[src/rtl/irrigation_scheduler_if.sv]
// rtl/irrigation_scheduler_if.sv - sensor/enable inputs and valve/pump/status outputs of the irrigation scheduler
interface irrigation_scheduler_if;
    logic       enable;
    logic [1:0] dry;
    logic [1:0] valve;
    logic       pump;
    logic       busy;
    logic [1:0] fault;
    logic [7:0] seg;

    modport master (output enable, dry, input valve, pump, busy, fault, seg);
    modport slave  (input enable, dry, output valve, pump, busy, fault, seg);
endinterface

[src/rtl/irrigation_scheduler.sv]
// rtl/irrigation_scheduler.sv - round-robin pump/valve sequencer for two garden areas
// Optional IRRIG_FAULT_MASK_EN: a timed-out area is excluded from arbitration until reset.
module irrigation_scheduler #(
    parameter int SETTLE    = 2,
    parameter int WATER_MIN = 8,
    parameter int WATER_MAX = 32,
    parameter int CNT_W     = 6
) (
    input  logic                  clk_2,
    input  logic                  reset,
    irrigation_scheduler_if.slave io
);
    typedef enum logic [1:0] {IDLE, PRIME, WATER, DRAIN} state_t;

    localparam logic [CNT_W-1:0] SETTLE_END = CNT_W'(SETTLE - 1);
    localparam logic [CNT_W-1:0] MIN_END    = CNT_W'(WATER_MIN - 1);
    localparam logic [CNT_W-1:0] MAX_END    = CNT_W'(WATER_MAX - 1);

    state_t           state_q, state_d;
    logic [CNT_W-1:0] cnt_q, cnt_d;
    logic             g_q, g_d;
    logic             last_q, last_d;
    logic [1:0]       fault_q, fault_d;
    logic [1:0]       valve_q, valve_d;
    logic             pump_q, pump_d;
    logic             busy_q, busy_d;
    logic [7:0]       seg_q, seg_d;
    logic [1:0]       eligible;
    logic             timeout, done;
    logic [6:0]       digit;

    always_comb begin
`ifdef IRRIG_FAULT_MASK_EN
        eligible = {2{io.enable}} & io.dry & ~fault_q;
`else
        eligible = {2{io.enable}} & io.dry;
`endif
        state_d = state_q;
        g_d     = g_q;
        last_d  = last_q;
        fault_d = fault_q;
        timeout = (cnt_q == MAX_END);
        done    = (cnt_q >= MIN_END) && !io.dry[g_q];

        case (state_q)
            IDLE: begin
                if (eligible != 2'b00) begin
                    // On a tie the area not served last time wins.
                    g_d     = (eligible == 2'b11) ? ~last_q : eligible[1];
                    state_d = PRIME;
                end
            end
            PRIME: begin
                if (cnt_q == SETTLE_END) state_d = WATER;
            end
            WATER: begin
                if (!io.enable || done || timeout) state_d = DRAIN;
                if (timeout && io.dry[g_q]) fault_d[g_q] = 1'b1;
            end
            DRAIN: begin
                if (cnt_q == SETTLE_END) begin
                    state_d = IDLE;
                    last_d  = g_q;
                end
            end
            default: state_d = IDLE;
        endcase

        cnt_d = (state_d != state_q) ? '0 : cnt_q + 1'b1;

        // Outputs are decoded from the next state so they register alongside it.
        digit   = g_d ? 7'h06 : 7'h3F;
        valve_d = (state_d == IDLE) ? 2'b00 : (g_d ? 2'b10 : 2'b01);
        pump_d  = (state_d == WATER);
        busy_d  = (state_d != IDLE);
        seg_d   = (state_d == IDLE) ? 8'h00 : {state_d != WATER, digit};
    end

    always_ff @(posedge clk_2 or posedge reset) begin
        if (reset) begin
            state_q <= IDLE;
            cnt_q   <= '0;
            g_q     <= 1'b0;
            last_q  <= 1'b1;
            fault_q <= 2'b00;
            valve_q <= 2'b00;
            pump_q  <= 1'b0;
            busy_q  <= 1'b0;
            seg_q   <= 8'h00;
        end else begin
            state_q <= state_d;
            cnt_q   <= cnt_d;
            g_q     <= g_d;
            last_q  <= last_d;
            fault_q <= fault_d;
            valve_q <= valve_d;
            pump_q  <= pump_d;
            busy_q  <= busy_d;
            seg_q   <= seg_d;
        end
    end

    assign io.valve = valve_q;
    assign io.pump  = pump_q;
    assign io.busy  = busy_q;
    assign io.fault = fault_q;
    assign io.seg   = seg_q;
endmodule

[src/flat_wrapper.sv]
// flat-port wrapper written by rule: the top's interface ports become plain ports
module irrigation_scheduler_flat 
#(
    parameter int SETTLE    = 2,
    parameter int WATER_MIN = 8,
    parameter int WATER_MAX = 32,
    parameter int CNT_W     = 6
)
  (clk_2, reset, io_enable, io_dry, io_valve, io_pump, io_busy, io_fault, io_seg);
  irrigation_scheduler_if io_i ();
  input  logic clk_2;
  input  logic reset;
  input wire logic [$bits(io_i.enable)-1:0] io_enable;
  input wire logic [$bits(io_i.dry)-1:0] io_dry;
  output wire logic [$bits(io_i.valve)-1:0] io_valve;
  output wire logic [$bits(io_i.pump)-1:0] io_pump;
  output wire logic [$bits(io_i.busy)-1:0] io_busy;
  output wire logic [$bits(io_i.fault)-1:0] io_fault;
  output wire logic [$bits(io_i.seg)-1:0] io_seg;
  assign io_i.enable = io_enable;
  assign io_i.dry = io_dry;
  assign io_valve = io_i.valve;
  assign io_pump = io_i.pump;
  assign io_busy = io_i.busy;
  assign io_fault = io_i.fault;
  assign io_seg = io_i.seg;
  irrigation_scheduler #(.SETTLE(SETTLE), .WATER_MIN(WATER_MIN), .WATER_MAX(WATER_MAX), .CNT_W(CNT_W)) u_core (.clk_2(clk_2), .reset(reset), .io(io_i));
endmodule
[config.mk]
export PLATFORM = sky130hd
export DESIGN_NAME = irrigation_scheduler_flat
export DESIGN_NICKNAME = d
export VERILOG_FILES = /design/src/rtl/irrigation_scheduler_if.sv /design/src/rtl/irrigation_scheduler.sv /design/src/flat_wrapper.sv
export SDC_FILE = /design/constraint.sdc
export NUM_CORES = 1
export LEC_CHECK = 0
export CORE_MARGIN = 1
export CORE_UTILIZATION = 47
export CTS_BUF_LIST = sky130_fd_sc_hd__clkbuf_8
export CTS_CLUSTER_DIAMETER = 40
export DETAILED_ROUTE_END_ITERATION = 12
export PLACE_DENSITY = 0.76
export SLEW_MARGIN = 20
export SYNTH_ARGS = -nofsm -noshare
export SYNTH_HDL_FRONTEND = slang
export SYNTH_SLANG_ARGS = --single-unit
[constraint.sdc]
create_clock -name clk_2 -period 4.9 [get_ports clk_2]
set_clock_uncertainty 0.15 [all_clocks]
set_input_delay 1.225 -clock clk_2 [delete_from_list [all_inputs] [get_ports clk_2]]
set_output_delay 1.225 -clock clk_2 [all_outputs]
set_load 0.1 [all_outputs]
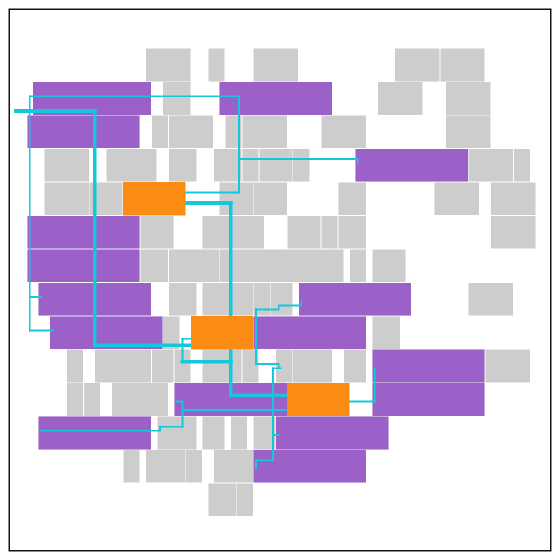
(run_1/clock_wires.png)
- cyan: clock wires (length 193 µm)
- purple: flip-flops (count 16)
- orange: clock-net drivers (count 3)
- routed clock nets: 4
worst skew pair latency: 250 ps

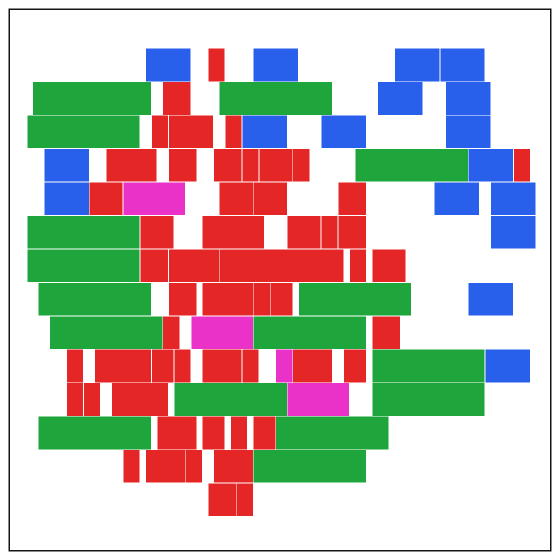
(run_1/class_map.png)
- green: registers (cells 16)
- red: remaining logic cells (cells 53)
- magenta: clock drivers and dummy loads (cells 4)
- blue: remaining buffers and delay cells (cells 17)
post-layout util: 63.2%
Seq area share: 40.3%
row count: 14
fin area: 996 µm²
Core Region: 1580 µm²

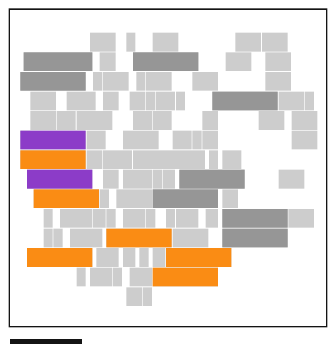
(run_1/ff_map.png)
Bar = 10 µm.
- orange: u_core.cnt_q (placed flops 6)
- purple: u_core.io.fault (placed flops 2)
Register Area: 402 µm²

==> results.tsv, run 1 <==
metric	value	unit
status	complete, but fails checks	
violations	DRC	
min_path_type	reg -> reg	
cts_setup_buffers	0	
crit_fanout	9	
lay_top_cells	17 x clkdlybuf4s50_1, 15 x dfrtp_1, 8 x nor2_1	
n_fill_cell	122	
hold_start	u_core.io.fault[1]	
reg2regPathDepth	4	
final_common_cell	clkdlybuf4s50_1	
path_clk_slew	60	ps
crit_chain	clkdlybuf4s50_1	
cp.required	3520	ps
drc	1	
insertedDiodeCount	0	
cts_tree	yes	
cts_sinks	16	
drt_iter0_drc	10	
period_used_share	68.8	%
drt_first_pass_iters	8	
numCtsBuffers	3	
htreeDepth	1	
rr_endpoint	u_core.cnt_q[2]	
finalMaxSlewViolations	0	
hold_viol_final	0	
drt-vias-per-instance	5.39	
synthArstFlopShare	100	%
flop_cell	dfrtp_1	
placed_area	951	µm²
die_h	43.9	µm
critPathBufInv	1	
ant_nets	0	
clock_path_buffers	2	
synth_stat.cells	78	
syn_inst	78	
die_area	1930	µm²
via_count	571	
wirelength	1430	µm
setup_violations	0	
fp_nets	85	
max_stage_delay	1200	ps
die_w	43.9	µm
grt_usage	18.8	%
stdcell_count	106	
tns	0	ps
wire_per_inst	13.5	µm
dp_cells	102	
io_buffers	17	
synth-edff-count	0	
critPathTopFamily	buffers and inverters	
ys_warn_count	0	
initCoreUtil	52.4	%
cts-hold-fix-buffers	0	
worst-endpoint-arrival	2000	ps
gp_congestion	0.784	
warning_count	27	
root_buffer	clkbuf_8	
ys_ff	16	
yosys-stat-area	826	µm²
hold_depth	1	
netlist_area	826	µm²
slowest_stage	clkdlybuf4s50_1	
grt_pass1_wl	2520	µm
syn2layout_area_growth	20.6	%
crit_path_end_kind	output pin	
tightest_slew	972	ps
drv_cap	0	
max_freq	297	MHz
layout_min_cycle_time	3370	ps
postSynthSeqShare	48.6	%
syn_avg_cell_area	10.6	µm²
overflow	0	
slew_headroom	35.0	%
ios	19	
rrSetupSlack	3020	ps
rsz0062_at_grt	no	
path_class	reg -> out	
post_cts_resized	0	
ys_types	32	
nNetsFinal	98	
grt_pass1_vias	567	
drive_gt1_share	8.89	%
grt_max_degree	17	
start_kind	register	
min_to	u_core.io.fault[1]	
crit-reg2reg-launch	u_core.state_q[0]	
grt_antenna_before_repair	0	
place_hpwl	1010	µm
==> run 1: cells by family after synthesis <==
| family | count (synthesis) | synth area share [%] |
|---|---|---|
| AND/OR/NAND/NOR | 29 | 19.1 |
| flip-flops | 16 | 48.6 |
| buffers and inverters | 14 | 10.2 |
| AND-OR/OR-AND | 10 | 12.0 |
| XOR/XNOR | 5 | 5.30 |
| adder cells (fa/ha/maj) | 2 | 3.03 |
| other | 1 | 0.454 |
| multiplexers | 1 | 1.36 |
==> run 1: worst max-delay path by stage <==
stage	from	cells after the start	endpoint	slack (ps)
floorplan	u_core.io.valve[0]	1	io_seg[3]	2150
CTS	u_core.state_q[0]	1	io_seg[7]	1530
detailed placement	u_core.state_q[0]	1	io_seg[7]	1820
finish	u_core.state_q[0]	1	io_seg[7]	1530
global placement	u_core.state_q[0]	1	io_seg[7]	1850
global route	u_core.state_q[0]	1	io_seg[7]	1460
==> run 1: flip-flops by register name (all words and copies together) (netlist names) <==
name             cells
u_core.io.pump       1
u_core.g_q           1
u_core.state_q       2
u_core.cnt_q         6
u_core.io.seg        1
u_core.last_q        1
u_core.io.valve      2
u_core.io.fault      2
==> run 1: metal layers <==
metal / part of all wire (%) / global-route usage [%] / vias up
met5: 0 / 0 / -
li1: - / - / 278
met4: 3.9 / 13.3 / 0
met3: 3.9 / 5.00 / 7
met1: 45 / 22.8 / 268
met2: 47 / 29.0 / 18
==> run 1: cell usage after synthesis, types with 2 or more instances <==
library cell	n	share of area, %
inv_1	5	2.3
buf_4	8	7.3
nor2_1	8	3.6
nand3_1	3	1.8
ha_1	2	3.0
dfrtp_1	15	45
nor2b_1	4	3.0
xor2_1	2	2.1
xnor2_1	3	3.2
a21o_1	2	1.8
nand2_1	5	2.3
==> run 1: metrics by stage <==
stage	hold WS, ps	util, %	setup WS [ps]
finish	309	63.2	1530
CTS	317	63.2	1530
global route	339	63.2	1460
detailed placement	301	60.3	1820
floorplan	311	-	2150
global placement	298	60.3	1850
==> run 1: cell type report <==
| type | count | area, µm² | share of cell area, % |
|---|---|---|---|
| Timing Repair Buffer | 17 | 170 | 17.1 |
| Clock inverter | 1 | 3.75 | 0.377 |
| Multi-Input combinational cell | 48 | 340 | 34.2 |
| Sequential cell | 16 | 402 | 40.3 |
| Inverter | 5 | 18.8 | 1.88 |
| Tap cell | 16 | 20.0 | 2.01 |
| Clock buffer | 3 | 41.3 | 4.15 |
==> run_1/sizing.png <==
Bar = 10 µm.
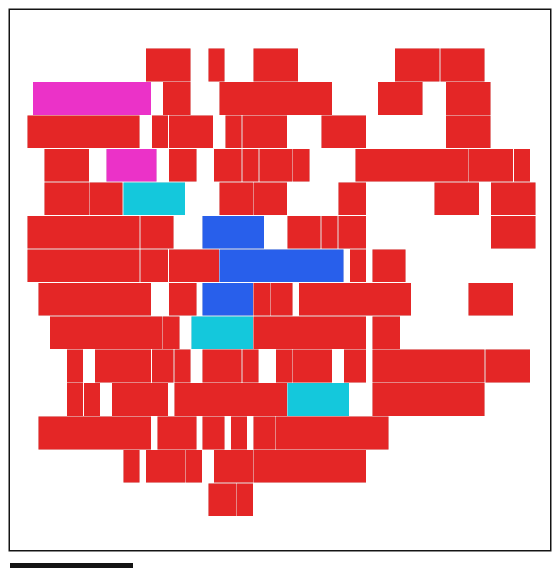

==> run 2, diff against run 1 <==
- clock period: 4.9 -> 3.2 ns (I/O delays scaled with it)
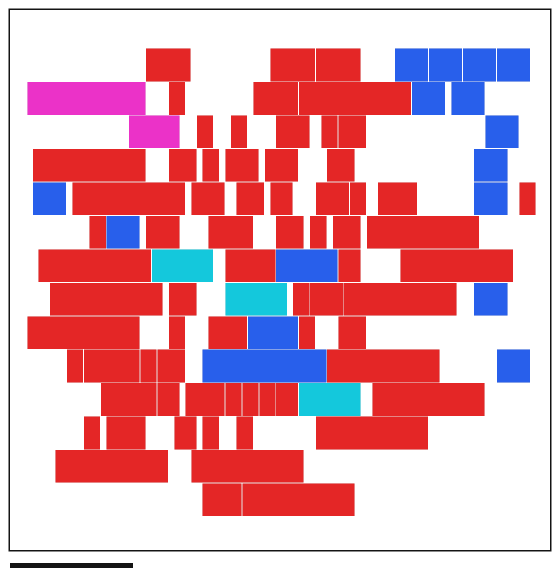
(run_2/sizing.png)
Bar = 10 µm.
- blue: x3 and x4 (cells 16; share 18%)
- magenta: x2 (cells 2; share 2.2%)
- cyan: x6 and larger (cells 3; share 3.3%)
- red: x1 and smaller (cells 69; share 77%)
Area Overhead vs Synth: 16.7%
fin area: 963 µm²
setup slack after layout: 871 ps
non-clock buffer count: 17

==> results.tsv, run 2 <==
metric	value	unit	change
grt_antenna_before_repair	0		unchanged
ys_sh_mux	1.36	%	unchanged
slew_headroom	61.8	%	was 35.0%
flop_cell	dfrtp_1		unchanged
initCoreUtil	52.4	%	unchanged
top_layer	met4		unchanged
die_w	43.9	µm	unchanged
die_area	1930	µm²	unchanged
drc	0		was 1
grt_max_degree	17		unchanged
crit_fanout	6		was 9
finalMaxSlewViolations	0		unchanged
worst-endpoint-arrival	2300	ps	was 2000 ps
area_leaders	dfrtp_1 45%, buf_4 7.3%, nor2_1 3.6%, a32oi_4 3.3%, dfstp_2 3.2%		unchanged
crit_path_end_kind	register		was output pin
path_clk_slew	60	ps	about the same
htreeDepth	1		unchanged
final_common_cell	dfrtp_1		was clkdlybuf4s50_1
dp_cells	102		unchanged
grt_pass1_vias	559		was 567
synth-xor-area-share	5.30	%	unchanged
max_freq	429	MHz	
synth-edff-count	0		unchanged
layout_min_cycle_time	2330	ps	
insertedDiodeCount	0		unchanged
synth_top_cell_by_area	dfrtp_1		unchanged
ys_top_logic_family	simple AND/OR/NAND/NOR gates		unchanged
core_area	1580	µm²	unchanged
tns	0	ps	unchanged
cts_setup_buffers	0		unchanged
cts_tree	yes		unchanged
min_path_type	reg -> reg		unchanged
grt_pass1_wl	2370	µm	was 2520 µm
ys_types	32		unchanged
wl_met1	614	µm	was 648 µm
drt-vias-per-instance	5.30		was 5.39
wl_met3	48	µm	was 55 µm
rrSetupSlack	1330	ps	was 3020 ps
die_h	43.9	µm	unchanged
hold_start	u_core.io.fault[1]		unchanged
root_buffer	clkbuf_8		unchanged
nNetsFinal	98		unchanged
ios	19		unchanged
ant_nets	0		unchanged
status	completed		was complete, but fails checks
common_cells	15 x dfrtp_1, 8 x buf_4, 8 x nor2_1, 5 x inv_1, 5 x nand2_1		unchanged
top_register	u_core.cnt_q		unchanged
crit-reg2reg-launch	u_core.state_q[0]		unchanged
clock_path_buffers	2		unchanged
drt_iter0_drc	6		was 10
tightest_slew	572	ps	was 972 ps
post_cts_resized	0		unchanged
cp.required	3170	ps	was 3520 ps
start_kind	input pin		was register
syn_inst	78		unchanged
synth_stat.cells	78		unchanged
period_used_share	72.8	%	
drive_gt1_share	23.3	%	was 8.89%
via_count	562		was 571
grt_usage	17.6	%	was 18.8%
place_hpwl	1040	µm	was 1010 µm
crit_start	io_dry[1]		was u_core.state_q[0]
lay_top_cells	15 x dfrtp_1, 13 x buf_4, 8 x nor2_1		was 17 x clkdlybuf4s50_1, 15 x dfrtp_1, 8 x nor2_1
wire_per_inst	12.7	µm	was 13.5 µm
ys_sh_simple	19.1	%	unchanged
wirelength	1340	µm	was 1430 µm
postSynthSeqShare	48.6	%	unchanged
fp_nets	85		unchanged
clkLatencyLatePin	240	ps	was 250 ps
syn_avg_cell_area	10.6	µm²	unchanged
netlist_area	826	µm²	unchanged
io_buffers	17		unchanged
numCtsBuffers	3		unchanged
path_class	in -> reg		was reg -> out
ys_ff	16		unchanged
setup_violations	0		unchanged
stdcell_count	106		unchanged
gp_congestion	0.771		was 0.784
fa_ha_area_share	3.03	%	unchanged
rsz0062_at_grt	no		unchanged
yosysTopAreaCellShare	45.5	%	unchanged
drv_cap	0		unchanged
row_count	14		unchanged
overflow	0		unchanged
aoi_share	12.0	%	unchanged
most_common_cell	dfrtp_1		unchanged
hold_viol_final	0		unchanged
cts-hold-fix-buffers	0		unchanged
synthArstFlopShare	100	%	unchanged
wl_met2	661	µm	was 667 µm
largest_reg_flops	6		unchanged
cts_sinks	16		unchanged
drt_first_pass_iters	5		was 8
warning_count	27		unchanged
ys_warn_count	0		unchanged
yosys-stat-area	826	µm²	unchanged
## run 2: worst paths after layout
check,to,cells after the start
max in group asynchronous,u_core.io.seg[2],2
min in group asynchronous,u_core.io.valve[0],2
hold / removal,u_core.io.fault[1],1
setup reg to reg,u_core.cnt_q[5],4
setup / recovery,u_core.cnt_q[5],5
hold reg to reg,u_core.io.fault[1],1
## run 2: logic make-up (layout without fill, tap and decap cells)
group / count (synthesis) / after routing
muxes: 1 / 1
adders and majority gates: 2 / 2
and+or+nand+nor: 29 / 29
AOI/OAI and AO/OA: 10 / 10
DFF: 16 / 16
buffers and inverters: 14 / 26
other: 1 / 1
xor gates and xnor gates: 5 / 5
## run 2: area by class of cell
| cell class | count | area [µm²] |
|---|---|---|
| clock buffer | 3 | 41.3 |
| fill | 140 | 613 |
| clock inverter | 1 | 3.75 |
| inverter | 5 | 18.8 |
| multi-input combinational | 48 | 340 |
| tap | 16 | 20.0 |
| timing repair buffer | 17 | 138 |
| sequential | 16 | 402 |
## run 2: worst max-delay path, cell delays in order
cell and delay [ps]:
clkdlybuf4s50_1 440, and2_1 190, a2111o_1 450, a32oi_4 330, nor2_1 90
## run 2: stage by stage
stage                     area (µm²)  hold WS (ps)  setup slack (ps)  util, %
after CTS                        963           325               877     61.1
after global placement           918           298               646     58.3
final                            963           325               871     61.1
after floorplan                  826           311               876        -
after detailed placement         918           300               614     58.3
after global routing             963           332               803     61.1
## run 2: per-layer routing
layer,global-route usage [%],vias up
li1,-,278
met1,23.0,271
met2,26.3,11
met3,5.00,2
met4,9.70,0
met5,0,-
